[config.mk]
export PLATFORM = sky130hd
export DESIGN_NAME = tx_frame_arbiter
export DESIGN_NICKNAME = d
export VERILOG_FILES = /design/src/rtl/tx_frame_arbiter.sv
export SDC_FILE = /design/constraint.sdc
export NUM_CORES = 1
export LEC_CHECK = 0
export ABC_AREA = 1
export CAP_MARGIN = 20
export CORE_UTILIZATION = 40
export CTS_BUF_LIST = sky130_fd_sc_hd__clkbuf_16
export DETAILED_ROUTE_END_ITERATION = 8
export PLACE_DENSITY = 0.8
export SYNTH_ARGS = -nofsm -noshare
export SYNTH_HDL_FRONTEND = slang
export SYNTH_SLANG_ARGS = --single-unit
export TNS_END_PERCENT = 100
[constraint.sdc]
create_clock -name clk -period 3.4 [get_ports clk]
set_input_delay 0.85 -clock clk [delete_from_list [all_inputs] [get_ports clk]]
set_output_delay 0.85 -clock clk [all_outputs]
set_load 0.03 [all_outputs]
[src/rtl/tx_frame_arbiter.sv]
// Frame-granular round-robin arbiter for two AXI-Stream requesters feeding one registered TX stream.
// Optional per-port forwarded-frame counters are enabled with `define TX_ARB_STATS_EN.
module tx_frame_arbiter #(
  parameter int unsigned DATA_W = 64,
  parameter int unsigned KEEP_W = DATA_W / 8
) (
  input  logic              clk,
  input  logic              rst,
  input  logic [DATA_W-1:0] s0_tdata,
  input  logic [KEEP_W-1:0] s0_tkeep,
  input  logic              s0_tlast,
  input  logic              s0_tvalid,
  output logic              s0_tready,
  input  logic [DATA_W-1:0] s1_tdata,
  input  logic [KEEP_W-1:0] s1_tkeep,
  input  logic              s1_tlast,
  input  logic              s1_tvalid,
  output logic              s1_tready,
  output logic [DATA_W-1:0] m_tdata,
  output logic [KEEP_W-1:0] m_tkeep,
  output logic              m_tlast,
  output logic              m_tvalid,
  input  logic              m_tready,
`ifdef TX_ARB_STATS_EN
  output logic [31:0]       frame_cnt0,
  output logic [31:0]       frame_cnt1,
`endif
  output logic [1:0]        grant
);

  typedef enum logic [1:0] {StIdle, StGrant0, StGrant1} state_e;

  state_e            state_q, state_d;
  logic              last_served_q, last_served_d;
  logic [DATA_W-1:0] tdata_q, tdata_d;
  logic [KEEP_W-1:0] tkeep_q, tkeep_d;
  logic              tlast_q, tlast_d;
  logic              tvalid_q, tvalid_d;
  logic              out_free;
  logic              acc0, acc1;

  // Output slot can take a new beat when empty or being drained this cycle.
  assign out_free = !tvalid_q || m_tready;
  assign acc0     = s0_tvalid && s0_tready;
  assign acc1     = s1_tvalid && s1_tready;

  always_comb begin
    state_d       = state_q;
    last_served_d = last_served_q;
    s0_tready     = 1'b0;
    s1_tready     = 1'b0;
    grant         = 2'b00;
    unique case (state_q)
      StIdle: begin
        if (s0_tvalid && s1_tvalid) begin
          state_d = last_served_q ? StGrant0 : StGrant1;
        end else if (s0_tvalid) begin
          state_d = StGrant0;
        end else if (s1_tvalid) begin
          state_d = StGrant1;
        end
      end
      StGrant0: begin
        grant     = 2'b01;
        s0_tready = out_free;
        if (s0_tvalid && out_free && s0_tlast) begin
          state_d       = StIdle;
          last_served_d = 1'b0;
        end
      end
      StGrant1: begin
        grant     = 2'b10;
        s1_tready = out_free;
        if (s1_tvalid && out_free && s1_tlast) begin
          state_d       = StIdle;
          last_served_d = 1'b1;
        end
      end
      default: state_d = StIdle;
    endcase
  end

  always_comb begin
    tdata_d  = tdata_q;
    tkeep_d  = tkeep_q;
    tlast_d  = tlast_q;
    tvalid_d = tvalid_q;
    if (acc0) begin
      tdata_d  = s0_tdata;
      tkeep_d  = s0_tkeep;
      tlast_d  = s0_tlast;
      tvalid_d = 1'b1;
    end else if (acc1) begin
      tdata_d  = s1_tdata;
      tkeep_d  = s1_tkeep;
      tlast_d  = s1_tlast;
      tvalid_d = 1'b1;
    end else if (m_tready) begin
      tvalid_d = 1'b0;
    end
  end

  always_ff @(posedge clk or posedge rst) begin
    if (rst) begin
      state_q       <= StIdle;
      last_served_q <= 1'b1;
      tdata_q       <= '0;
      tkeep_q       <= '0;
      tlast_q       <= 1'b0;
      tvalid_q      <= 1'b0;
    end else begin
      state_q       <= state_d;
      last_served_q <= last_served_d;
      tdata_q       <= tdata_d;
      tkeep_q       <= tkeep_d;
      tlast_q       <= tlast_d;
      tvalid_q      <= tvalid_d;
    end
  end

  assign m_tdata  = tdata_q;
  assign m_tkeep  = tkeep_q;
  assign m_tlast  = tlast_q;
  assign m_tvalid = tvalid_q;

`ifdef TX_ARB_STATS_EN
  logic [31:0] cnt0_q, cnt0_d;
  logic [31:0] cnt1_q, cnt1_d;

  always_comb begin
    cnt0_d = cnt0_q;
    cnt1_d = cnt1_q;
    if (acc0 && s0_tlast) cnt0_d = cnt0_q + 32'd1;
    if (acc1 && s1_tlast) cnt1_d = cnt1_q + 32'd1;
  end

  always_ff @(posedge clk or posedge rst) begin
    if (rst) begin
      cnt0_q <= '0;
      cnt1_q <= '0;
    end else begin
      cnt0_q <= cnt0_d;
      cnt1_q <= cnt1_d;
    end
  end

  assign frame_cnt0 = cnt0_q;
  assign frame_cnt1 = cnt1_q;
`endif

endmodule
Fig. 1: run 1, signal wires on met1
Supply wires on this layer in grey. Cells faint in the background.
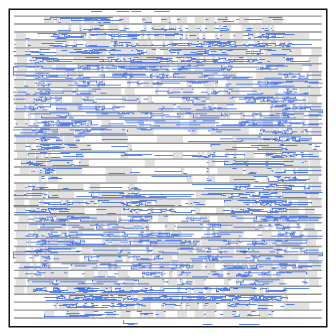
nets with wire on the layer	864
main direction	horizontal
longest straight run	44.2 um
wire length on this layer	6100 um
share of all routed wire	43%
Total Wirelength: 14200 um
GR Util met1: 31.9%
DR vias: 4934

Fig. 2: run 1, placed cells, one colour a class
The bar under the picture is 20 um long.
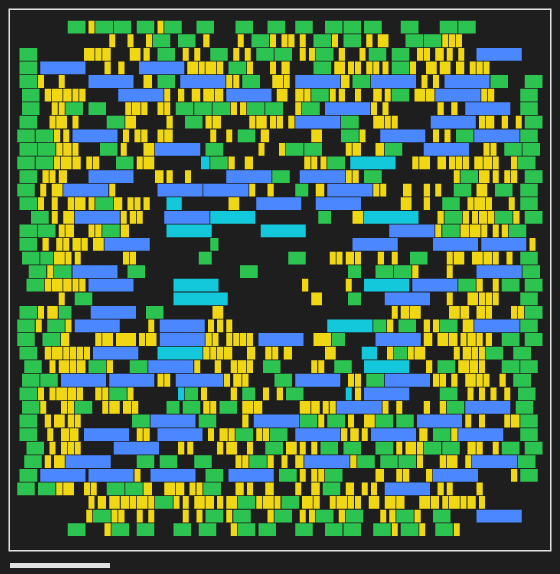
class	colour	cells	share of their area
registers	blue	77	28%
remaining logic cells	yellow	545	34%
clock drivers and dummy loads	cyan	16	4.5%
remaining buffers and delay cells	green	239	34%
Rows: 38
flop share of the area: 27.1%

Fig. 3: run 1, the clock network
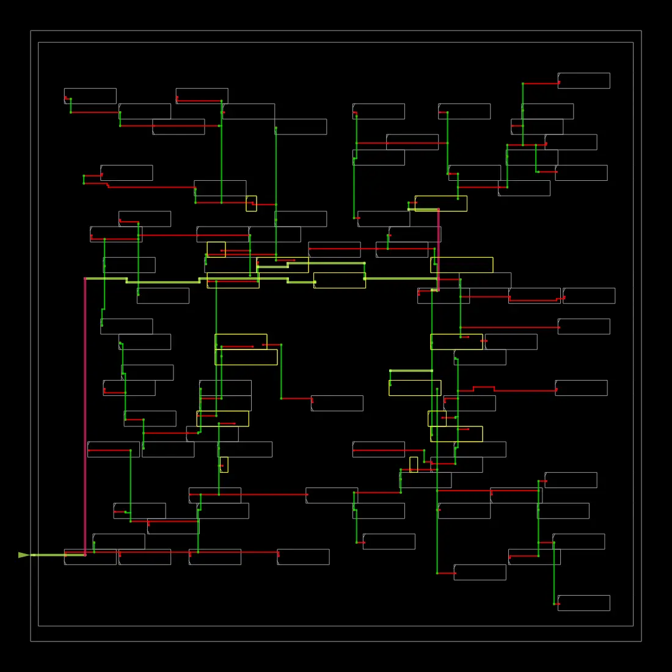
clock buffers: 9
Final Skew: 0.00670 ns
clk_lat worst skew: 0.32 ns
CTS Buf Count: 9

Fig. 4: run 1, drive-strength map
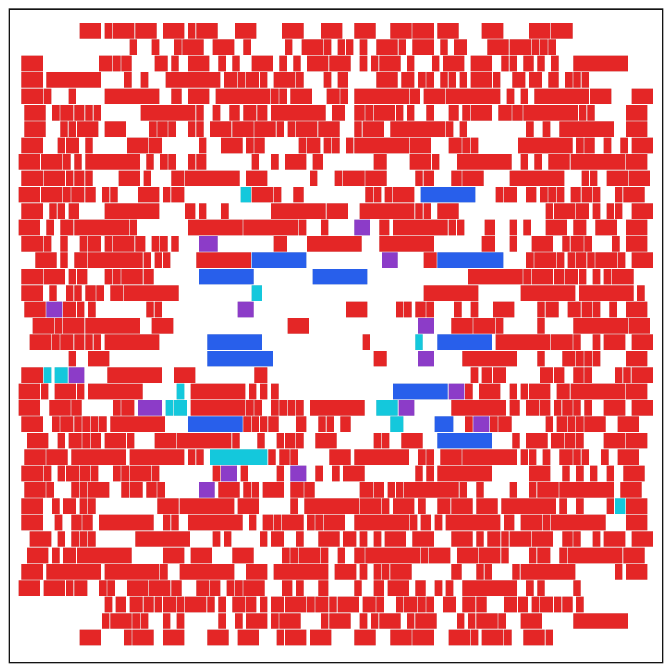
size	colour	cells	share
x3 and x4	purple	15	1.7%
x6 and larger	blue	12	1.4%
x2	cyan	12	1.4%
x1 and smaller	red	838	96%
Non-clk bufs: 239
finished layout cell area: 7130 sq um
area grow syn2layout: 58.1%
worst setup slack after layout: 0.524 ns

==> flow_summary_export.csv, run 1 <==
group,metric,value,unit
global_route,gr-max-usage-layer,"met2",
synthesis,postSynthAreaPerCell,6.75,sq um
setup_path,worstReg2RegEnd,"m_tdata[61]",
place,io_buffers,228,
place,placed_area,6810,sq um
final_timing,fmax,0.348,GHz
clock_network,htreeDepth,3,
clock_network,cts-root-buf,"clkbuf_16",
pwr,top_power_group,"combinational cells",
floorplanning,die_x,108,um
pwr,clockPowerShare,16.9,%
setup_path,arrival,2.03,ns
clock_network,ctsHoldBuffers,0,
synthesis,synth.area.mux_share,0,%
synthesis,async_reset_ff_share,100,%
cells_and_area,lay_top_cells,"nand2_1 (230), clkdlybuf4s50_1 (225), inv_1 (152)",
setup_path,critical_path_peak_fanout,17,
synthesis,xor_share,0,%
worst_hold_path,hold_path_class,"reg -> reg",
cells_and_area,clock_area_share,4.42,%
pwr,powerComb,3360,uW
place,dp_slack,0.523,ns
final_timing,finalCriticalPeriod,2.88,ns
global_route,use_met3,5.36,%
pwr,p_total,6000,uW
job,drv_cap,0,
setup_path,cp.depth,5,
clock_network,clkSlewWorstSetupHoldPaths,0.06,ns
setup_path,startpoint,"m_tready",
status,status,"finished, final reports clean",
floorplanning,fp-utilization,41.4,%
setup_path,r2r_start,"state_q[1]",
final_timing,setup-tns-final,0,ns
worst_hold_path,worstHoldStart,"m_tdata[10]",
clock_network,cts_tree,"built",
final_timing,max_slew.worst_pin.slew,0.782,ns
cells_and_area,drive_above_1_share,4.45,%
cells_and_area,num-fill-cells,994,
synthesis,synth_top_area_share,42.2,%
synthesis,ys_cells,668,
global_route,grt_pass1_wl,22700,um
synthesis,ys_seq_share,42.8,%
synthesis,most_common_cell,"nand2_1",
floorplanning,die_y,108,um
clock_network,cts-resized-gates,0,
setup_path,end_kind,"primary output",
floorplanning,chipArea,11700,sq um
clock_network,cts_setup_buffers,0,
place,hpwl,9620,um
drt,dr_wl_met2,6680,um
synthesis,synthTopCellsByArea,"dfrtp_1 (42%), nand2_1 (19%), inv_1 (13%)",
floorplanning,core-area,10900,sq um
worst_hold_path,hold_end,"m_tdata[10]",
job,openroad.warnings,26,
cells_and_area,largest_register_ffs,64,
floorplanning,io_pins,229,
cells_and_area,comb_area_share,24.7,%
setup_path,critPathCapture,"s1_tready",
setup_path,reg2reg_slack,1.42,ns
final_timing,timing.final.crit_share,84.6,%
global_route,gr-usage-all-layers,24.7,%
cells_and_area,largest_class,"buffers",
drt,drt_iter0_markers,288,
synthesis,synth_chip_area,4510,sq um
setup_path,start_kind,"primary input",
final_timing,slew_violations,0,
synthesis,ys_top_cells_by_count,"nand2_1 (231), inv_1 (152), dfrtp_1 (76), nand3_1 (74), nand4_1 (73)",
drt,drc,0,
global_route,grt_max_degree,73,
cells_and_area,logic_gates,389,
final_timing,finalSetupViolCount,0,
synthesis,yosys.area.top_type,"dfrtp_1",
clock_network,cts.sinks,77,
synthesis,edf_count,0,
pwr,seqPwrFrac,27.0,%
final_timing,hold_viol_final,0,
pwr,pwr-share-comb,56.1,%
synthesis,synth-main-ff-cell,"dfrtp_1",
Fig. 5: run 1, clock wires, drivers and flops
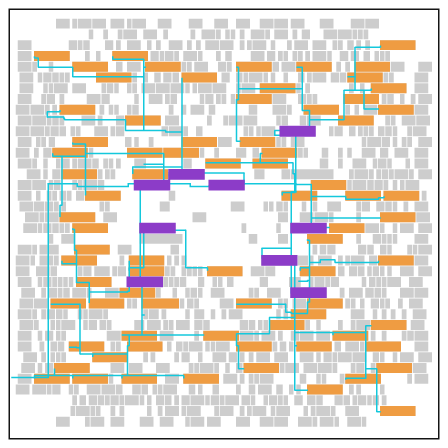

--- run 2 (diff from run 1) ---
==> constraint.sdc (replaced) <==
create_clock -name clk -period 2.9 [get_ports clk]
set_input_delay 0.725 -clock clk [delete_from_list [all_inputs] [get_ports clk]]
set_output_delay 0.725 -clock clk [all_outputs]
set_load 0.03 [all_outputs]
Fig. 6: run 2, clock wires, drivers and flops
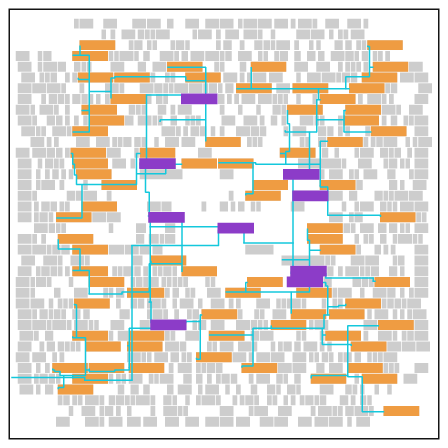
[clock wires] cyan | length: 952 um
[flip-flops] orange | count: 77
[clock-net drivers] purple | count: 9
routed clock nets	10

==> run 2 against run 1 <==
Hold slack got worse by 0.00054 ns. Global-route usage decreased by 0.56 points. Non-clock buffer count grew 2. Register-to-register slack lost 0.78 ns. Worst setup slack worse by 0.049 ns. Total power is 18% higher. Largest cell class unchanged. Clock skew rose by 0.0024 ns. Synthesized area is the same. Final area rose by 0.56%. Cell count unchanged.
==> flow_summary_export.csv, run 2 <==
group,metric,value,unit
cells_and_area,largest_class,"buffers",
synthesis,synthesis.nets,819,
floorplanning,row_count,38,
synthesis,ys_cells,668,
pwr,seqPwrFrac,26.8,%
setup_path,end_kind,"primary output",
final_timing,finalCriticalPeriod,2.43,ns
synthesis,most_common_cell,"nand2_1",
synthesis,synthTopCellsByArea,"dfrtp_1 (42%), nand2_1 (19%), inv_1 (13%)",
floorplanning,core-area,10900,sq um
drt,drc,0,
cells_and_area,buffers,241,
floorplanning,chipArea,11700,sq um
worst_hold_path,hold_path_class,"reg -> reg",
synthesis,async_reset_ff_share,100,%
final_timing,hold_viol_final,0,
cells_and_area,largest_register_ffs,64,
job,drv_cap,0,
pwr,powerDensity,989,nW/um^2
cells_and_area,sh_seq_area,26.9,%
status,status,"finished, final reports clean",
setup_path,arrival,1.70,ns
clock_network,cts.sinks,77,
cells_and_area,final_area,7170,sq um
cells_and_area,lay_top_cells,"nand2_1 (230), clkdlybuf4s50_1 (225), inv_1 (153)",
cells_and_area,clock_area_share,4.61,%
setup_path,r2r_start,"state_q[1]",
clock_network,cts-root-buf,"clkbuf_16",
setup_path,start_kind,"flip-flop",
final_timing,fin_skew,0.00913,ns
setup_path,cp.depth,3,
place,placed_area,6840,sq um
synthesis,postSynthAreaPerCell,6.75,sq um
clock_network,ctsHoldBuffers,0,
global_route,use_met3,5.36,%
drt,drt_iter0_markers,376,
cells_and_area,nClkBuffers,9,
synthesis,ys_top_logic_family,"simple AND/OR/NAND/NOR gates",
cells_and_area,num-fill-cells,965,
clock_network,cts_setup_buffers,0,
pwr,powerComb,3950,uW
setup_path,critPathCapture,"grant[1]",
cells_and_area,comb_area,1760,sq um
pwr,clockPowerShare,17.5,%
cells_and_area,syn_to_final_growth,59.0,%
cells_and_area,flops,77,
cells_and_area,drive_above_1_share,4.56,%
global_route,met1_usage,31.6,%
drt,dr_wl_met2,6580,um
clock_network,clk_latency,0.32,ns
synthesis,synth-main-ff-cell,"dfrtp_1",
floorplanning,fp-utilization,41.4,%
pwr,pwr-share-comb,55.8,%
global_route,gr-usage-all-layers,24.2,%
place,io_buffers,228,
drt,firstDrtPassIters,4,
clock_network,cts_tree,"built",
synthesis,syn_inst,668,
final_timing,fmax,0.412,GHz
job,openroad.warnings,26,
pwr,p_total,7090,uW
final_timing,timing.final.crit_share,83.6,%
floorplanning,die_y,108,um
final_timing,finalSetupViolCount,0,
cells_and_area,fin_cells,1018,
synthesis,yosys.area.top_type,"dfrtp_1",
clock_network,cts_buffers,9,
synthesis,ys_top_cells_by_count,"nand2_1 (231), inv_1 (152), dfrtp_1 (76), nand3_1 (74), nand4_1 (73)",
place,hpwl,9470,um
final_timing,slew_violations,0,
synthesis,synth_top_area_share,42.2,%
floorplanning,io_pins,229,
cells_and_area,comb_area_share,24.6,%
worst_hold_path,hold_end,"m_tdata[62]",
cells_and_area,register_area,1930,sq um
floorplanning,die_x,108,um
global_route,gr-max-usage-layer,"met2",
place,dp_slack,0.505,ns
setup_path,critical_path_peak_fanout,4,
final_timing,setup-tns-final,0,ns
synthesis,synth.area.mux_share,0,%
final_timing,fin_ws,0.474,ns
synthesis,ys_seq_share,42.8,%
clock_network,htreeDepth,3,
worst_hold_path,worstHoldStart,"m_tdata[62]",
synthesis,synth_chip_area,4510,sq um
pwr,ir_drop,0.580,mV
synthesis,edf_count,0,
setup_path,cp_top_family,"buffers and inverters",
final_timing,slew_headroom,44.8,%
global_route,grt_pass1_wl,22100,um
final_timing,max_slew.worst_pin.slew,0.828,ns
drt,wl_met1,5990,um
setup_path,startpoint,"state_q[1]",
cells_and_area,logic_gates,389,
clock_network,clkSlewWorstSetupHoldPaths,0.05,ns
setup_path,reg2reg_slack,0.64,ns
clock_network,cts-resized-gates,0,
setup_path,worstReg2RegEnd,"m_tdata[37]",
floorplanning,tapCellCount,140,
pwr,top_power_group,"combinational cells",
synthesis,xor_share,0,%
global_route,grt_max_degree,75,
Fig. 7: run 2, signal wires on met1
Supply wires on this layer in grey. Cells faint in the background.
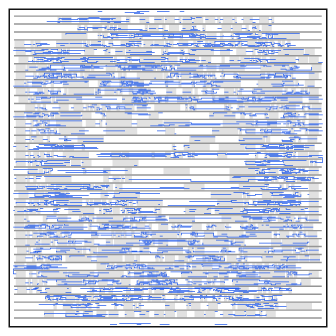
DR vias: 4856
Total Wirelength: 13800 um

Fig. 8: run 2, placed cells, one colour a class
The bar under the picture is 20 um long.
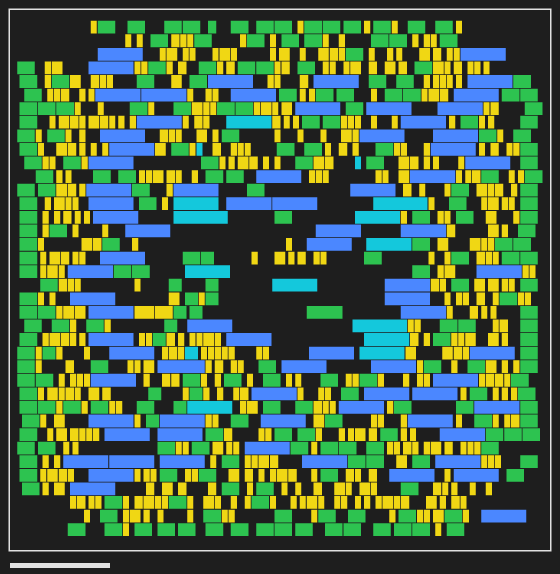

--- run 3 (diff from run 2) ---
==> constraint.sdc (replaced) <==
create_clock -name clk -period 2.5 [get_ports clk]
set_input_delay 0.625 -clock clk [delete_from_list [all_inputs] [get_ports clk]]
set_output_delay 0.625 -clock clk [all_outputs]
set_load 0.03 [all_outputs]
Fig. 9: run 3, placed cells, one colour a class
The bar under the picture is 20 um long.
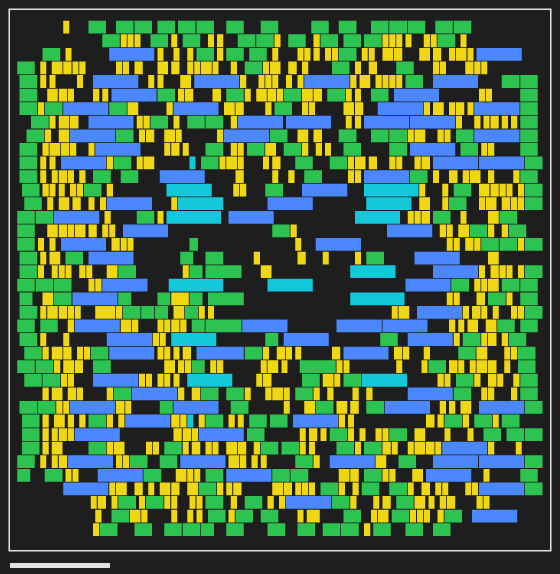
finished layout cell area: 7250 sq um
flop share of the area: 26.6%
fin util: 66.6%
core footprint: 10900 sq um

Fig. 10: run 3, signal wires on met1
Supply wires on this layer in grey. Cells faint in the background.
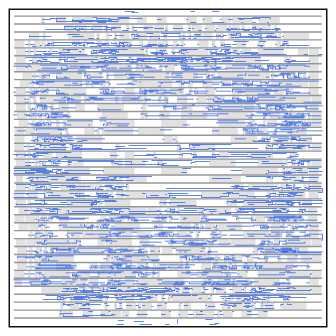
Total Wirelength: 14100 um
GR Util met1: 29.9%
DR vias: 4942

==> run 3 against run 2 <==
Clock skew down 0.0033 ns. Synthesized cell count unchanged. Sequential cell count unchanged. Total power rose by 19%. Routed wire length grew 2.3%. Critical path type unchanged. Critical endpoint unchanged. Highest routed layer unchanged.
==> flow_summary_export.csv, run 3 <==
group,metric,value,unit
cells_and_area,largest_class,"buffers",
cells_and_area,buffers,244,
synthesis,synth.area.mux_share,0,%
synthesis,postSynthAreaPerCell,6.75,sq um
cells_and_area,comb_area_share,24.3,%
floorplanning,tapCellCount,140,
cells_and_area,lay_top_cells,"nand2_1 (230), clkdlybuf4s50_1 (224), inv_1 (152)",
setup_path,startpoint,"state_q[1]",
worst_hold_path,hold_path_class,"reg -> reg",
final_timing,fin_ws,0.159,ns
floorplanning,fp-utilization,41.4,%
cells_and_area,logic_gates,389,
floorplanning,io_pins,229,
final_timing,timing.final.crit_share,93.6,%
synthesis,yosys.area.top_type,"dfrtp_1",
setup_path,worstReg2RegEnd,"m_tdata[23]",
job,drv_cap,0,
final_timing,finalCriticalPeriod,2.34,ns
cells_and_area,register_area,1930,sq um
cells_and_area,syn_to_final_growth,60.8,%
synthesis,synthesis.nets,819,
global_route,grt_pass1_vias,4653,
place,io_buffers,228,
final_timing,setup-tns-final,0,ns
clock_network,cts-root-buf,"clkbuf_16",
pwr,p_total,8430,uW
synthesis,ys_seq_share,42.8,%
final_timing,finalSetupViolCount,0,
synthesis,most_common_cell,"nand2_1",
place,dp_slack,0.257,ns
clock_network,cts-resized-gates,0,
setup_path,start_kind,"flip-flop",
clock_network,cts_tree,"built",
pwr,top_power_group,"combinational cells",
setup_path,cp_top_family,"buffers and inverters",
cells_and_area,nClkBuffers,9,
synthesis,async_reset_ff_share,100,%
pwr,clockPowerShare,18.4,%
floorplanning,row_count,38,
floorplanning,die_x,108,um
place,placed_area,6900,sq um
clock_network,clkSlewWorstSetupHoldPaths,0.06,ns
global_route,grt_max_degree,53,
synthesis,synth-main-ff-cell,"dfrtp_1",
pwr,powerComb,4670,uW
synthesis,ys_top_cells_by_count,"nand2_1 (231), inv_1 (152), dfrtp_1 (76), nand3_1 (74), nand4_1 (73)",
drt,drt_iter0_markers,302,
final_timing,slew_headroom,61.5,%
clock_network,htreeDepth,3,
setup_path,critical_path_peak_fanout,4,
pwr,seqPwrFrac,26.1,%
drt,wl_met1,5970,um
synthesis,synthTopCellsByArea,"dfrtp_1 (42%), nand2_1 (19%), inv_1 (13%)",
cells_and_area,fin_cells,1021,
final_timing,hold_viol_final,0,
setup_path,cp.depth,3,
clock_network,cts_buffers,9,
setup_path,end_kind,"primary output",
final_timing,fin_skew,0.00588,ns
pwr,ir_drop,1.04,mV
clock_network,clk_latency,0.32,ns
drt,dr_wl_met2,6830,um
synthesis,xor_share,0,%
final_timing,max_slew.worst_pin.slew,0.578,ns
place,hpwl,9770,um
global_route,gr-max-usage-layer,"met2",
status,status,"finished, final reports clean",
cells_and_area,flops,77,
cells_and_area,num-fill-cells,937,
global_route,gr-usage-all-layers,24.3,%
synthesis,syn_inst,668,
global_route,grt_pass1_wl,22300,um
setup_path,r2r_start,"state_q[1]",
clock_network,ctsHoldBuffers,0,
clock_network,cts_setup_buffers,0,
drt,firstDrtPassIters,7,
setup_path,critPathCapture,"grant[1]",
cells_and_area,largest_register_ffs,64,
final_timing,fmax,0.427,GHz
synthesis,synth_top_area_share,42.2,%
cells_and_area,comb_area,1760,sq um
synthesis,ys_cells,668,
Power is estimated from default activity; no workload was simulated.
